==> src/rtl/spram_fifo_ctrl.sv <==
// FIFO controller around an external sync-read single-port RAM (one RAM op per cycle).
// Optional macro SPRAM_FIFO_WR_PRIO_EN gives writes priority over reads; default is read priority.
module spram_fifo_ctrl #(
  parameter int DATA_WIDTH = 64,
  parameter int ADDR_WIDTH = 5,
  parameter int RAM_DEPTH  = 32
) (
  input  logic                  iClk,
  input  logic                  iRst_n,
  input  logic                  iS_Valid,
  input  logic [DATA_WIDTH-1:0] iS_Data,
  output logic                  oS_Ready,
  output logic                  oM_Valid,
  output logic [DATA_WIDTH-1:0] oM_Data,
  input  logic                  iM_Ready,
  output logic                  oRam_R_EN,
  output logic                  oRam_W_EN,
  output logic [ADDR_WIDTH-1:0] oRam_Addr,
  output logic [DATA_WIDTH-1:0] oRam_Data,
  input  logic [DATA_WIDTH-1:0] iRam_Data,
  output logic [ADDR_WIDTH:0]   oCount,
  output logic                  oFull,
  output logic                  oEmpty
);

  // Both ports transfer on the rising edge where valid && ready; valid never waits on ready.

  localparam logic [ADDR_WIDTH:0]   DEPTH_C = (ADDR_WIDTH+1)'(RAM_DEPTH);
  localparam logic [ADDR_WIDTH-1:0] LAST_C  = ADDR_WIDTH'(RAM_DEPTH - 1);

  logic [ADDR_WIDTH-1:0] wr_ptr;
  logic [ADDR_WIDTH-1:0] rd_ptr;
  logic [ADDR_WIDTH:0]   cnt;
  logic                  out_vld;

  logic not_full;
  logic not_empty;
  logic rd_req;
  logic wr_req;
  logic rd_go;
  logic wr_go;

  assign not_full  = (cnt != DEPTH_C);
  assign not_empty = (cnt != '0);
  assign rd_req    = not_empty && (!out_vld || iM_Ready);
  assign wr_req    = iS_Valid && not_full;

`ifdef SPRAM_FIFO_WR_PRIO_EN
  assign wr_go    = wr_req;
  assign rd_go    = rd_req && !wr_req;
  assign oS_Ready = not_full;
`else
  assign rd_go    = rd_req;
  assign wr_go    = wr_req && !rd_req;
  assign oS_Ready = not_full && !rd_go;
`endif

  assign oRam_R_EN = rd_go;
  assign oRam_W_EN = wr_go;
  assign oRam_Addr = rd_go ? rd_ptr : wr_ptr;
  assign oRam_Data = iS_Data;

  // The RAM keeps its last read word while R_EN is low, so the output stage needs no register.
  assign oM_Data  = iRam_Data;
  assign oM_Valid = out_vld;
  assign oCount   = cnt;
  assign oFull    = (cnt == DEPTH_C);
  assign oEmpty   = !not_empty && !out_vld;

  always_ff @(posedge iClk) begin
    if (!iRst_n) begin
      wr_ptr  <= '0;
      rd_ptr  <= '0;
      cnt     <= '0;
      out_vld <= 1'b0;
    end else begin
      if (wr_go) begin
        wr_ptr <= (wr_ptr == LAST_C) ? '0 : wr_ptr + 1'b1;
      end
      if (rd_go) begin
        rd_ptr <= (rd_ptr == LAST_C) ? '0 : rd_ptr + 1'b1;
      end
      case ({wr_go, rd_go})
        2'b10:   cnt <= cnt + 1'b1;
        2'b01:   cnt <= cnt - 1'b1;
        default: cnt <= cnt;
      endcase
      if (rd_go) begin
        out_vld <= 1'b1;
      end else if (iM_Ready) begin
        out_vld <= 1'b0;
      end
    end
  end

endmodule
==> config.mk <==
export PLATFORM = sky130hd
export DESIGN_NAME = spram_fifo_ctrl
export DESIGN_NICKNAME = d
export VERILOG_FILES = /design/src/rtl/spram_fifo_ctrl.sv
export SDC_FILE = /design/constraint.sdc
export NUM_CORES = 1
export LEC_CHECK = 0
export CAP_MARGIN = 30
export CELL_PAD_IN_SITES_DETAIL_PLACEMENT = 2
export CELL_PAD_IN_SITES_GLOBAL_PLACEMENT = 2
export CORE_UTILIZATION = 11
export CTS_CLUSTER_SIZE = 10
export DETAILED_ROUTE_END_ITERATION = 8
export PLACE_DENSITY_LB_ADDON = 0.1
export SYNTH_ARGS = -nofsm -noshare
export SYNTH_HDL_FRONTEND = slang
export SYNTH_SLANG_ARGS = --single-unit
==> constraint.sdc <==
create_clock -name iClk -period 3.9 [get_ports iClk]
set_input_delay 0.585 -clock iClk [delete_from_list [all_inputs] [get_ports iClk]]
set_output_delay 0.585 -clock iClk [all_outputs]
set_load 0.03 [all_outputs]
Figure 1. Routed metal per tile (run 1).
28 x 28 tiles, from black (low) to pale yellow (high), scaled to the fullest tile. Values are wire area over tile area, all layers added.
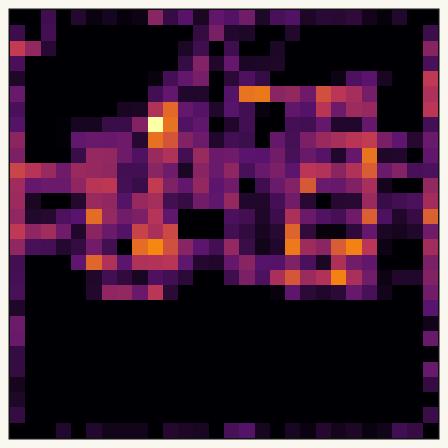
mean over tiles: 0.042
tiles over half the peak: 4.1%
emptiest ninth of the die: south
fullest tile: 0.30

Figure 2. Metal 3 (run 1).
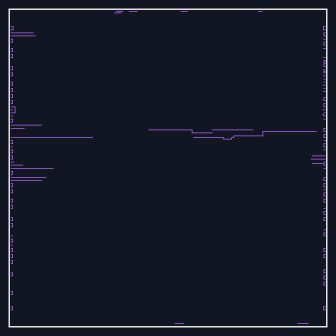
longest straight run: 36.1 um
share of all routed wire: 9.0%
main direction: horizontal
nets with wire on the layer: 88

==> out/qor.yml, run 1 <==
clock_tree:
  cts_max_level: 1
  cts_inserted_buffers: 3
  clk_latency_ns: 0.26
  tritoncts: "built"
  holdBufCountCts: 0
  clockRootBuffer: "clkbuf_16"
placement:
  dpl-instance-area_um2: 1600
  dp_hpwl_um: 3660
  post-place-cells: 372
  pre_cts_slack_ns: 0.614
  gp_congestion: 0.596
yosys:
  synthAdderAreaFrac_pct: 5.76
  top_cells_by_count: "buf_4 (128), dfxtp_1 (17), nand2_1 (16)"
  ys_seq_share_pct: 16.3
  floorplan.nets: 395
  topCellsByArea: "buf_4 (46%), dfxtp_1 (16%), ha_1 (4.8%)"
  xor_share_pct: 0.840
  aoi_share_pct: 12.5
sta:
  rsz0062_at_grt: "no"
  worst_clock_skew_ns: 0.00655
  fin_crit_sh_pct: 89.8
  setup_ws_ns: 0.399
  min_period_ns: 3.50
  whs_ns: 0.507
  worst_pin_slew_ns: 0.582
worst_setup_path:
  rr_worst_depth: 9
  path_delay_family: "buffers and inverters"
  crit-reg2reg-capture: "oCount[5]"
  cp-startpoint: "oCount[1]"
global_route:
  antenna_found_initial: 0
  grt_start_max_net_pins: 16
die:
  die-width_um: 140
  num_rows: 49
  io_pins: 277
finish:
  drive_gt1_share_pct: 9.52
  lay_top_count: "clkdlybuf4s50_1"
  area.growth.synth_to_final_pct: -19.6
  layoutNonFillerInstCount: 376
power:
  power_per_cell_area_nw_per_um2: 731
routing:
  wl_per_cell_um: 13.2
  dr.pass1.iters: 4
  dr_total_vias: 1119
outcome:
  outcome: "completed"
run:
  stage_log_warnings: 26
Figure 3. Register map, names as in the netlist (run 1).
Other sequential cells in the stronger gray, the rest of the logic in the fainter gray.
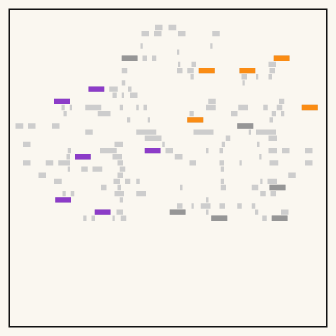
| color | signal | sequential cells |
|---|---|---|
| purple | oCount | 6 |
| orange | wr_ptr | 5 |

[run 1: power by group]
group / internal [mW] / leakage (nW) / switching [mW]
Combinational: 0.294 / 0.400 / 0.408
Clock: 0.140 / 0.0382 / 0.0885
Sequential: 0.216 / 0.140 / 0.0798
[run 1: final cells by class]
type	instances	area (um2)
inverter	5	23.8
sequential	17	340
multi-input combinational	99	724
fill	2150	16600
timing repair buffer	22	223
clock buffer	4	78.8
tap	229	287
[run 1: registers in the layout, indices dropped and copies added, names as in the netlist]
signal and cells:
oCount 6, oM_Valid 1, rd_ptr 5, wr_ptr 5
[run 1: per-layer routing]
layer	share of wire [%]	vias up	track usage [%]
met2	44	53	7.72
met5	0	-	0
met1	47	550	6.58
met3	9.0	8	2.58
met4	0.40	0	1.79
li1	-	508	-
Figure 4. Cell outlines without signal wires (run 1).
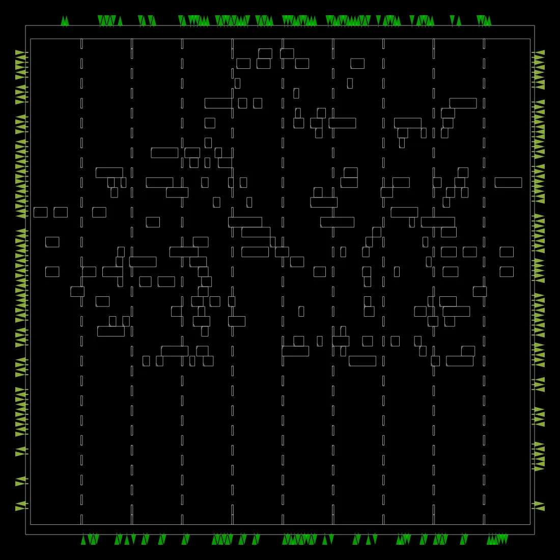

==> run 2, diff against run 1 <==
- CTS_CLUSTER_SIZE: 10 -> 25
- HOLD_SLACK_MARGIN: unset -> 0.15
- clock period: 3.9 -> 3.55 ns (I/O delays scaled with it)
Figure 5. Cell outlines without signal wires (run 2).
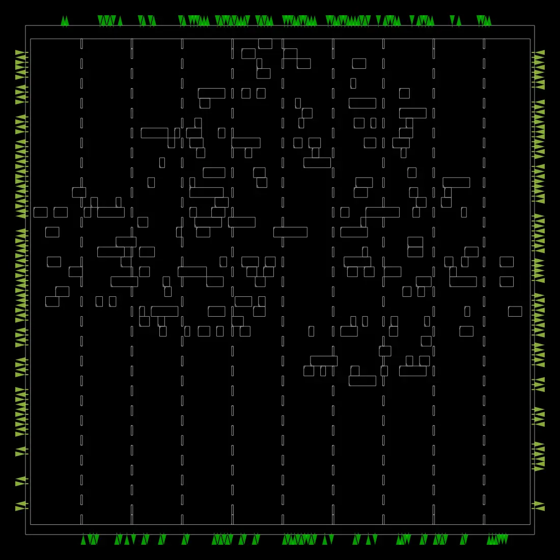
# rows: 49
fraction of area in registers: 19.9%

==> out/qor.yml, run 2 <==
outcome:
  outcome: "completed"
routing:
  met1Wirelength_um: 2450  # +5.4%
  met2_length_um: 2030  # -7.4%
  top_layer: "met4"
  dr_total_vias: 1119  # unchanged
sta:
  min_period_ns: 3.07
  fin_crit_sh_pct: 86.6
  rsz0062_at_grt: "no"
  setup_ws_ns: 0.476  # +0.0771 ns
yosys:
  aoi_share_pct: 12.5  # unchanged
  topCellsByArea: "buf_4 (46%), dfxtp_1 (16%), ha_1 (4.8%)"
  ys_seq_share_pct: 16.3  # unchanged
finish:
  clk_share_pct: 4.69  # -0.013 points
  mi_logic_area_um2: 724  # unchanged
  comb_area_share_pct: 42.4  # -0.79 points
  inverters: 5  # unchanged
  layout.area.seq_um2: 340  # unchanged
  area.growth.synth_to_final_pct: -18.1
  fill_cells: 2140  # -0.47%
  drive_gt1_share_pct: 12.6  # +3.1 points
  largest_reg_flops: 6  # unchanged
  area_dominant_class: "logic gates"
power:
  comb-power_uw: 842  # +20%
  p_comb_share_pct: 60.8  # +3.5 points
  seqPwrFrac_pct: 21.5  # -2.6 points
  power_per_cell_area_nw_per_um2: 811  # +11%
  power_switching_uw: 647  # +12%
  power_leader: "combinational cells"
  p_sw_share_pct: 46.7  # -0.28 points
  clockPowerShare_pct: 17.7  # -0.9 points
placement:
  dp_hpwl_um: 3740  # +2.2%
  post-place-cells: 376  # +1.1%
  pre_cts_slack_ns: 0.507  # -0.107 ns
  gp_congestion: 0.584  # -2.0%
  dpl-instance-area_um2: 1630  # +1.9%
global_route:
  grt.met2_usage_pct: 7.17  # -0.56 points
  grt_start_max_net_pins: 16  # unchanged
  grt_busiest_layer: "met2"
  met3_usage_pct: 2.75  # +0.17 points
clock_tree:
  tritoncts: "built"
  holdBufCountCts: 0  # unchanged
  cts_max_level: 1  # unchanged
die:
  io_pins: 277  # unchanged
  tapCellCount: 229  # unchanged
## run 2: worst max-delay path by stage
stage / start / end / slack [ns] / cells after the start
final: oCount[1] / oRam_Addr[4] / 0.48 / 6
after CTS: oCount[1] / oRam_Addr[4] / 0.41 / 6
after global routing: oCount[1] / oRam_W_EN / 0.36 / 5
after global placement: iM_Ready / oRam_W_EN / 0.43 / 6
after detailed placement: iM_Ready / oRam_W_EN / 0.51 / 6
after floorplan: oCount[1] / oCount[5] / 0.71 / 10
## run 2: critical path: stages (launching register included)
cell and delay [ns]:
dfxtp_1 0.31, or4_4 0.58, o31ai_4 0.28, buf_4 0.25, nand2_1 0.09, nand2_1 0.08, clkdlybuf4s50_1 0.68
Power is estimated from default activity; no workload was simulated.
